`src/rtl/mem_stage_pkg.sv`:
```
// Shared codes, FSM state type and lane-geometry helpers for the MEM pipeline stage.
package mem_stage_pkg;

   localparam logic [1:0] SzByte  = 2'b00;
   localparam logic [1:0] SzHalf  = 2'b01;
   localparam logic [1:0] SzWord  = 2'b10;
   localparam logic [1:0] SzDword = 2'b11;

   localparam logic [1:0] FwdNone = 2'b00;
   localparam logic [1:0] FwdMem  = 2'b01;
   localparam logic [1:0] FwdWb   = 2'b10;

   typedef enum logic [1:0] {StIdle, StReq, StWaitRd} state_e;

   function automatic int unsigned lanes_of(int unsigned data_w);
      return data_w / 8;
   endfunction

   function automatic int unsigned off_w_of(int unsigned data_w);
      return $clog2(data_w / 8);
   endfunction

   // A 32-bit datapath has no dword access; treat it as a word.
   function automatic logic [1:0] eff_size(logic [1:0] size, int unsigned data_w);
      return (size == SzDword && data_w == 32) ? SzWord : size;
   endfunction

   // Low address bits that must be zero for an access of this size.
   function automatic logic [2:0] size_mask(logic [1:0] size);
      return 3'((4'd1 << size) - 4'd1);
   endfunction

endpackage

```
`src/rtl/mem_lane_align.sv`:
```
// Combinational lane steering: store replication and byte enables, load extract and extension.
module mem_lane_align
   import mem_stage_pkg::*;
#(
   parameter int unsigned DATA_W = 32,
   localparam int unsigned LANES = lanes_of(DATA_W),
   localparam int unsigned OFF_W = off_w_of(DATA_W)
) (
   input  logic [1:0]        st_size,
   input  logic [OFF_W-1:0]  st_off,
   input  logic [DATA_W-1:0] st_data,
   output logic [DATA_W-1:0] st_wdata,
   output logic [LANES-1:0]  st_be,
   input  logic [1:0]        ld_size,
   input  logic [OFF_W-1:0]  ld_off,
   input  logic              ld_sign,
   input  logic [DATA_W-1:0] ld_rdata,
   output logic [DATA_W-1:0] ld_data
);

   logic [DATA_W-1:0]        sh;
   logic [DATA_W-1:0]        top;
   logic signed [DATA_W-1:0] top_s;
   logic [6:0]               gap;

   always_comb begin
      st_be    = '1;
      st_wdata = st_data;
      case (st_size)
         SzByte: begin
            st_be    = LANES'(1) << st_off;
            st_wdata = {LANES{st_data[7:0]}};
         end
         SzHalf: begin
            st_be    = LANES'(3) << st_off;
            st_wdata = {(LANES/2){st_data[15:0]}};
         end
         SzWord: begin
            st_be    = LANES'(15) << st_off;
            st_wdata = {(LANES/4){st_data[31:0]}};
         end
         default: begin
            st_be    = '1;
            st_wdata = st_data;
         end
      endcase
   end

   // Move the selected lanes to the MSBs, then shift back down to extend.
   always_comb begin
      sh    = ld_rdata >> {ld_off, 3'b000};
      gap   = 7'(DATA_W) - (7'd8 << ld_size);
      top   = sh << gap;
      top_s = top;
      if (ld_sign) begin
         ld_data = top_s >>> gap;
      end else begin
         ld_data = top >> gap;
      end
   end

endmodule

```
`src/rtl/mem_access_stage.sv`:
```
// MIPS MEM stage: valid/ready op intake, data-memory access FSM, registered MEM/WB result.
// Define MEM_MISALIGN_TRAP_EN to suppress misaligned accesses and pulse misalign_err.
module mem_access_stage
   import mem_stage_pkg::*;
#(
   parameter int unsigned DATA_W = 32,
   parameter int unsigned ADDR_W = 32,
   parameter int unsigned REG_AW = 5,
   localparam int unsigned LANES = lanes_of(DATA_W),
   localparam int unsigned OFF_W = off_w_of(DATA_W)
) (
   input  logic              clk,
   input  logic              rst,
   input  logic              in_valid,
   output logic              in_ready,
   input  logic [DATA_W-1:0] ex_result,
   input  logic [DATA_W-1:0] ex_store_data,
   input  logic [REG_AW-1:0] ex_rd,
   input  logic              ex_reg_write,
   input  logic              ex_mem_read,
   input  logic              ex_mem_write,
   input  logic [1:0]        ex_size,
   input  logic              ex_sign_ext,
   input  logic [1:0]        fwd_sel,
   input  logic [DATA_W-1:0] fwd_mem_data,
   input  logic [DATA_W-1:0] fwd_wb_data,
   output logic              dmem_req,
   output logic              dmem_we,
   output logic [ADDR_W-1:0] dmem_addr,
   output logic [DATA_W-1:0] dmem_wdata,
   output logic [LANES-1:0]  dmem_be,
   input  logic              dmem_ready,
   input  logic              dmem_rvalid,
   input  logic [DATA_W-1:0] dmem_rdata,
   output logic              out_valid,
   input  logic              out_ready,
   output logic [DATA_W-1:0] wb_data,
   output logic [REG_AW-1:0] wb_rd,
   output logic              wb_reg_write,
   output logic              misalign_err
);

   state_e            state_q, state_d;
   logic              accept, is_mem, trap, out_load;
   logic [ADDR_W-1:0] ex_addr;
   logic [OFF_W-1:0]  off, size_msk, off_al;
   logic [1:0]        esz;
   logic [DATA_W-1:0] st_data, st_wdata, ld_data;
   logic [LANES-1:0]  st_be;

   logic [ADDR_W-1:0] addr_q;
   logic              we_q, reg_write_q, sign_q;
   logic [LANES-1:0]  be_q;
   logic [DATA_W-1:0] wdata_q, res_q;
   logic [REG_AW-1:0] rd_q;
   logic [1:0]        size_q;
   logic [OFF_W-1:0]  off_q;

   logic              out_valid_q, out_valid_d, wb_reg_write_q, wb_reg_write_d, err_q, err_d;
   logic [DATA_W-1:0] wb_data_q, wb_data_d;
   logic [REG_AW-1:0] wb_rd_q, wb_rd_d;

   assign ex_addr  = ADDR_W'(ex_result);
   assign is_mem   = ex_mem_read || ex_mem_write;
   assign in_ready = (state_q == StIdle) && (!out_valid_q || out_ready);
   assign accept   = in_valid && in_ready;

   always_comb begin
      esz      = eff_size(ex_size, DATA_W);
      size_msk = OFF_W'(size_mask(esz));
      off      = ex_addr[OFF_W-1:0];
      off_al   = off & ~size_msk;
      unique case (fwd_sel)
         FwdMem:  st_data = fwd_mem_data;
         FwdWb:   st_data = fwd_wb_data;
         default: st_data = ex_store_data;
      endcase
   end

`ifdef MEM_MISALIGN_TRAP_EN
   assign trap = is_mem && |(off & size_msk);
`else
   assign trap = 1'b0;
`endif

   mem_lane_align #(
      .DATA_W(DATA_W)
   ) u_lane_align (
      .st_size (esz),
      .st_off  (off_al),
      .st_data (st_data),
      .st_wdata(st_wdata),
      .st_be   (st_be),
      .ld_size (size_q),
      .ld_off  (off_q),
      .ld_sign (sign_q),
      .ld_rdata(dmem_rdata),
      .ld_data (ld_data)
   );

   always_comb begin
      state_d        = state_q;
      out_load       = 1'b0;
      wb_data_d      = wb_data_q;
      wb_rd_d        = wb_rd_q;
      wb_reg_write_d = wb_reg_write_q;
      err_d          = 1'b0;
      case (state_q)
         StIdle: begin
            if (accept && is_mem && !trap) begin
               state_d = StReq;
            end else if (accept) begin
               out_load       = 1'b1;
               wb_data_d      = ex_result;
               wb_rd_d        = ex_rd;
               wb_reg_write_d = ex_reg_write && !trap;
               err_d          = trap;
            end
         end
         StReq: begin
            if (dmem_ready && we_q) begin
               state_d        = StIdle;
               out_load       = 1'b1;
               wb_data_d      = res_q;
               wb_rd_d        = rd_q;
               wb_reg_write_d = 1'b0;
            end else if (dmem_ready) begin
               state_d = StWaitRd;
            end
         end
         StWaitRd: begin
            if (dmem_rvalid) begin
               state_d        = StIdle;
               out_load       = 1'b1;
               wb_data_d      = ld_data;
               wb_rd_d        = rd_q;
               wb_reg_write_d = reg_write_q;
            end
         end
         default: state_d = StIdle;
      endcase
      out_valid_d = out_load || (out_valid_q && !out_ready);
   end

   always_ff @(posedge clk or posedge rst) begin
      if (rst) begin
         state_q        <= StIdle;
         addr_q         <= '0;
         we_q           <= 1'b0;
         be_q           <= '0;
         wdata_q        <= '0;
         res_q          <= '0;
         rd_q           <= '0;
         reg_write_q    <= 1'b0;
         sign_q         <= 1'b0;
         size_q         <= SzByte;
         off_q          <= '0;
         out_valid_q    <= 1'b0;
         wb_data_q      <= '0;
         wb_rd_q        <= '0;
         wb_reg_write_q <= 1'b0;
         err_q          <= 1'b0;
      end else begin
         state_q <= state_d;
         if (accept && is_mem && !trap) begin
            addr_q      <= {ex_addr[ADDR_W-1:OFF_W], {OFF_W{1'b0}}};
            we_q        <= !ex_mem_read;
            be_q        <= st_be;
            wdata_q     <= st_wdata;
            res_q       <= ex_result;
            rd_q        <= ex_rd;
            reg_write_q <= ex_reg_write;
            sign_q      <= ex_sign_ext;
            size_q      <= esz;
            off_q       <= off_al;
         end
         out_valid_q    <= out_valid_d;
         wb_data_q      <= wb_data_d;
         wb_rd_q        <= wb_rd_d;
         wb_reg_write_q <= wb_reg_write_d;
         err_q          <= err_d;
      end
   end

   assign dmem_req     = (state_q == StReq);
   assign dmem_we      = we_q;
   assign dmem_addr    = addr_q;
   assign dmem_wdata   = wdata_q;
   assign dmem_be      = be_q;
   assign out_valid    = out_valid_q;
   assign wb_data      = wb_data_q;
   assign wb_rd        = wb_rd_q;
   assign wb_reg_write = wb_reg_write_q;
   assign misalign_err = err_q;

endmodule

```
`config.mk`:
```
export PLATFORM = sky130hd
export DESIGN_NAME = mem_access_stage
export DESIGN_NICKNAME = d
export VERILOG_FILES = /design/src/rtl/mem_stage_pkg.sv /design/src/rtl/mem_lane_align.sv /design/src/rtl/mem_access_stage.sv
export SDC_FILE = /design/constraint.sdc
export NUM_CORES = 1
export LEC_CHECK = 0
export CAP_MARGIN = 10
export CORE_UTILIZATION = 45
export CTS_CLUSTER_DIAMETER = 200
export DETAILED_ROUTE_END_ITERATION = 10
export PLACE_DENSITY = 0.81
export REMOVE_ABC_BUFFERS = 1
export SLEW_MARGIN = 30
export SYNTH_ARGS = -nofsm -noshare
export SYNTH_HDL_FRONTEND = slang
export SYNTH_HIERARCHICAL = 1
export SYNTH_SLANG_ARGS = --single-unit
export TNS_END_PERCENT = 1
```
`constraint.sdc`:
```
create_clock -name clk -period 5.4 [get_ports clk]
set_clock_uncertainty 0.15 [all_clocks]
set_input_delay 1.35 -clock clk [delete_from_list [all_inputs] [get_ports clk]]
set_output_delay 1.35 -clock clk [all_outputs]
set_load 0.005 [all_outputs]
```
Run 1, met1 routing:
Supply wires on this layer in grey.
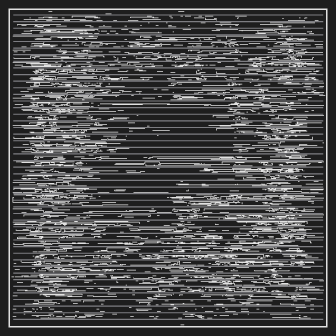
longest straight run = 52.0 um
wire length on this layer = 9310 um
Vias: 6555
drt total wl: 23.6 mm

Run 1, the metal 2 layer:
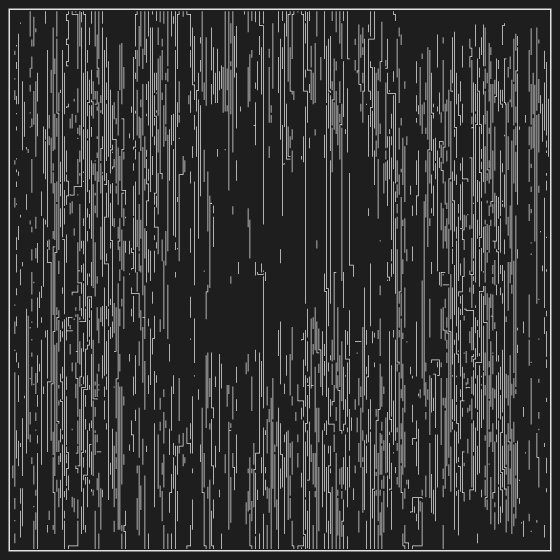
nets with wire on the layer = 1016
longest straight run = 70.2 um
share of all routed wire = 49%
wire length on this layer = 11700 um
GR met2 Demand/Resource: 0.490

==> results_dict.tcl, run 1 <==
# place-and-route summary
set metrics [dict create \
    status "finished clean" \
    drc 0 \
    worstSetupPathType "in2out" \
    drv_slew 0 \
    dp_cells 1143 \
    wl_met3_mm 2.17 \
    hold_violations 0 \
    crit_fanout 5 \
    p_leak_uw 0.00437 \
    logic_gates 493 \
    clockBufferDepth 2 \
    final_layout_top_logic_cell "clkdlybuf4s50_1" \
    clock_sinks 121 \
    yosys_register_bits 121 \
    postCtsSetupBuffers 0 \
    synth.top_cell.area_share 0.411 \
    crit_path_end "in_ready" \
    p_per_area_mw_per_mm2 558 \
    grt_max_degree 75 \
    finalClockPeriodUsage 0.764 \
    top_cells_by_area "dfrtp_1 41%, mux2_2 15%, a22oi_1 7.3%" \
    tns_ns 0 \
    die_w_um 130 \
]
Run 1, metal 3:
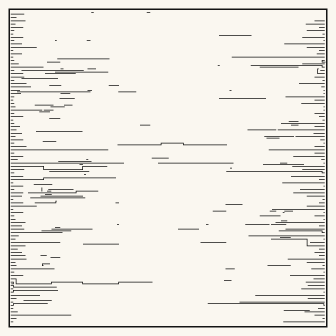
longest straight run = 47.6 um
main direction = horizontal
wire length on this layer = 2170 um
nets with wire on the layer = 238

run 1: power by group through the flow:
| stage | Combinational (uW) | Clock (uW) | Sequential (uW) |
|---|---|---|---|
| 2_1_floorplan | 1640 | 0 | 1710 |
| 3_3_place_gp | 3060 | 0 | 1730 |
| 3_5_place_dp | 3110 | 0 | 1750 |
| 4_1_cts | 3130 | 1080 | 1750 |
| 5_1_grt | 3380 | 1110 | 1800 |
| 6_report | 3110 | 1060 | 1750 |
run 1: per-stage QoR:
stage               power (uW)  worst slack [ns]  hold WS (ns)  cell area [um^2]
finish                    5930              1.27         0.330             10600
global route              6300              1.16         0.344             10600
CTS                       5960              1.28         0.335             10600
detailed placement        4860             0.940         0.324             10100
global placement          4790              1.04         0.314             10100
floorplan                 3350             0.323         0.301              6790
Run 1, clock nets:
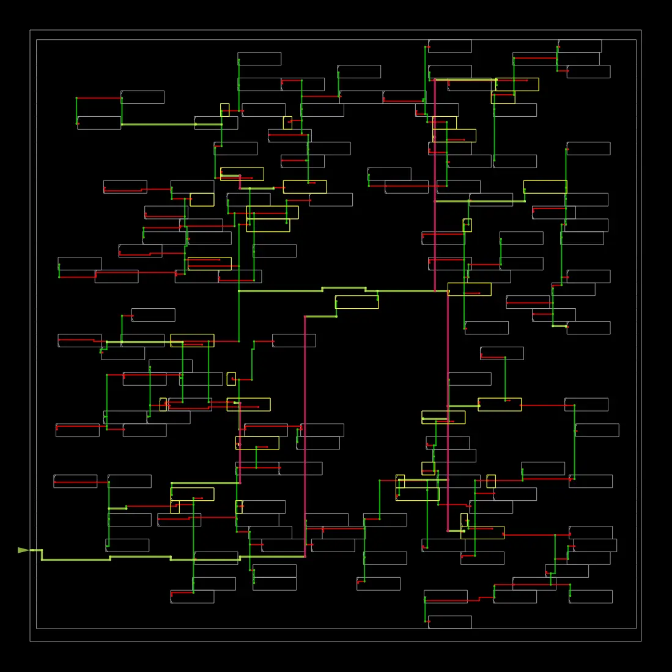

## Run 2: what changed since run 1
==> constraint.sdc (replaced) <==
create_clock -name clk -period 4.1 [get_ports clk]
set_clock_uncertainty 0.15 [all_clocks]
set_input_delay 1.025 -clock clk [delete_from_list [all_inputs] [get_ports clk]]
set_output_delay 1.025 -clock clk [all_outputs]
set_load 0.005 [all_outputs]
Run 2, clock nets:
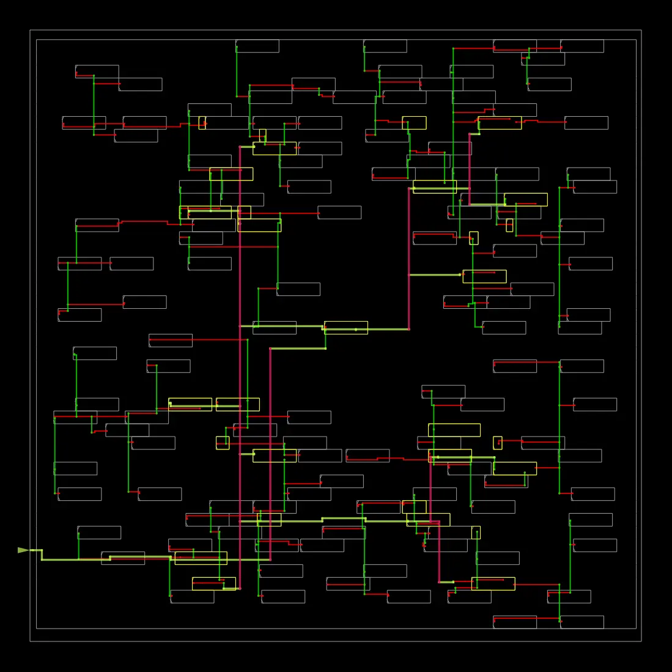
Insertion Delay late pin: 0.42 ns
clock buffers: 23

Run 2, metal 3:
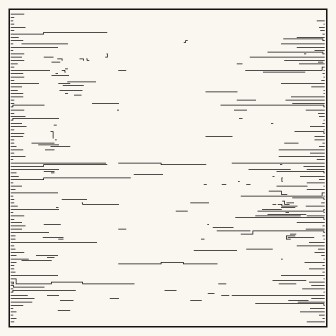
main direction = horizontal
longest straight run = 42.3 um
nets with wire on the layer = 239
share of all routed wire = 9.3%

==> run 2 against run 1 <==
Compared with the run above: synthesized cell count unchanged; register-to-register slack got worse by 1.2 ns; first-iteration DRC count decreased by 0.93%; largest cell class unchanged; critical path depth unchanged.
==> results_dict.tcl, run 2 <==
# place-and-route summary
set metrics [dict create \
    p_per_area_mw_per_mm2 739 \
    die_w_um 130 \
    clockBufferDepth 2 \
    crit_fanout 5 \
    crit_path_end "in_ready" \
    drv_slew 0 \
    finalClockPeriodUsage 0.846 \
    drc 0 \
    status "finished clean" \
    vias 6689 \
    hold_violations 0 \
    worst_slack_ns 0.632 \
    pre_cts_slack_ns 0.598 \
    final_layout_top_logic_cell "clkdlybuf4s50_1" \
    postCtsSetupBuffers 0 \
    p_leak_uw 0.00441 \
    worstSetupPathType "in2out" \
    grt_max_degree 56 \
    met2_usage 0.480 \
    top_cells_by_area "dfrtp_1 41%, mux2_2 15%, a22oi_1 7.3%" \
]
run 2: per-stage QoR:
stage	hold slack, ns	cells	total power [uW]	TNS [ns]
final	0.331	1183	7910	0
after global routing	0.352	1179	8410	0
after CTS	0.338	1179	7920	0
after detailed placement	0.326	1148	6410	0
after global placement	0.313	1148	6310	0
after floorplan	0.301	628	4410	-85.17
run 2: layer usage:
layer	part of all wire	vias to the layer above	wire length [um]
li1	-	3052	-
met1	0.39	3243	9070
met2	0.50	348	11700
met3	0.093	46	2180
met4	0.026	0	604
met5	0	-	0
run 2: where the power goes:
part           switching, uW  leakage [uW]  internal (uW)
registers                426       0.00146           1830
logic                   1830       0.00267           2360
clock network            538      0.000279            934
total                   2790       0.00441           5120
Run 2, signal wires on met4:
Bar = 50 um. Supply wires on this layer in grey. Cells faint in the background.
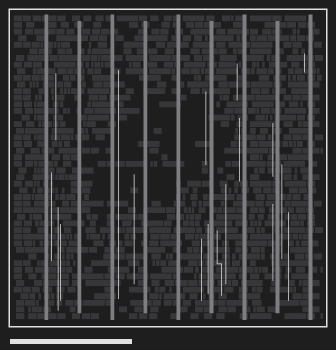

## Run 3: what changed since run 2
==> constraint.sdc (replaced) <==
create_clock -name clk -period 3.5 [get_ports clk]
set_clock_uncertainty 0.15 [all_clocks]
set_input_delay 0.875 -clock clk [delete_from_list [all_inputs] [get_ports clk]]
set_output_delay 0.875 -clock clk [all_outputs]
set_load 0.005 [all_outputs]
Run 3, signal wires on met4:
Bar = 50 um. Supply wires on this layer in grey. Cells faint in the background.
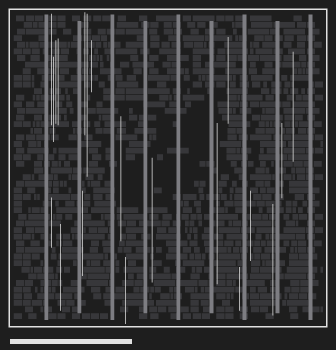
nets with wire on the layer = 18
longest straight run = 66.6 um
share of all routed wire = 3.3%
drt total wl: 23.8 mm
Vias: 6616

Run 3, clock nets:
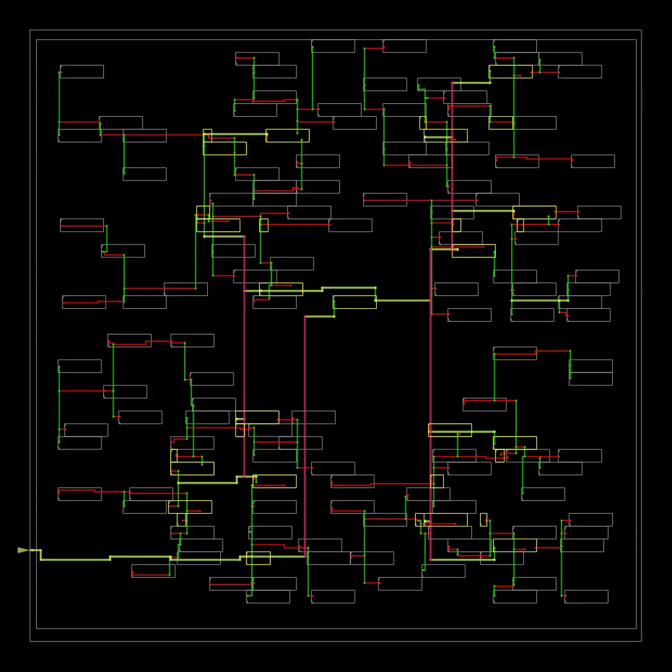
CTS Buf Count: 17
clk sinks: 121
Insertion Delay late pin: 0.41 ns
Flops: 121

==> run 3 against run 2 <==
Compared with the run above: sequential share of layout area about the same; critical path depth unchanged; sequential cell count unchanged; clock power increased by 5%; die area unchanged; utilization decreased by 0.094 points; global-route usage increased by 0.33 points; critical path type unchanged; highest routed layer unchanged.
==> results_dict.tcl, run 3 <==
# place-and-route summary
set metrics [dict create \
    top_cells_by_area "dfrtp_1 41%, mux2_2 15%, a22oi_1 7.3%" \
    drv_slew 0 \
    die_w_um 130 \
    tns_ns 0 \
    power_frac_comb 0.537 \
    status "finished clean" \
    maxUsedRoutingLayer "met4" \
    p_total_uw 9090 \
    met2_usage 0.468 \
    gp_congestion 0.937 \
    wl_met3_mm 2.39 \
    dp_cells 1152 \
    grt_pass1_vias 6553 \
    clkPwrFrac 0.170 \
    postCtsSetupBuffers 0 \
    bufAreaShareNonClock 0.289 \
    p_int_uw 5830 \
    grt_max_degree 69 \
    required_ns 2.47 \
    hold_violations 0 \
    crit_path_end "in_ready" \
    p_sw_frac 0.358 \
    p_per_area_mw_per_mm2 850 \
    inv_count 14 \
    num-clock-buffers 23 \
    p_sw_uw 3250 \
    wl_met1_mm 9.26 \
    crit_path_start_kind "input pin" \
    first_pass_iters 5 \
    wl_met2_mm 11.4 \
    crit_fanout 5 \
    hold_class "reg2reg" \
    clockBufferDepth 2 \
    max_freq_mhz 316 \
    seq_cell_power_uw 2670 \
    ys.flop_type "dfrtp_1" \
    fin_cells 1186 \
    seq_power_share 0.294 \
    final_layout_top_logic_cell "clkdlybuf4s50_1" \
    finalClockPeriodUsage 0.903 \
    p_leak_uw 0.00441 \
    p_clk_uw 1540 \
    drt-vias-per-instance 5.58 \
]
## run 3: cell families (layout without fill, tap and decap cells)
| family | count (synthesis) | in the layout | share of synthesized area |
|---|---|---|---|
| other cells | 1 | 5 | 0.000509 |
| compound gates | 207 | 207 | 0.186 |
| flops | 121 | 121 | 0.411 |
| fa+ha+maj | 10 | 10 | 0.0170 |
| buf+inv | 111 | 354 | 0.0852 |
| mux | 145 | 145 | 0.220 |
| simple gates | 128 | 128 | 0.0792 |
## run 3: through the flow
stage,cell area (um^2),setup WS (ns),hold slack (ns)
2_1_floorplan,6790,-1.10,0.301
3_3_place_gp,10200,0.271,0.314
3_5_place_dp,10200,0.244,0.323
4_1_cts,10700,0.336,0.336
5_1_grt,10700,0.285,0.352
6_report,10700,0.340,0.331
No activity file was given, so power comes from the tool's default toggle rates.
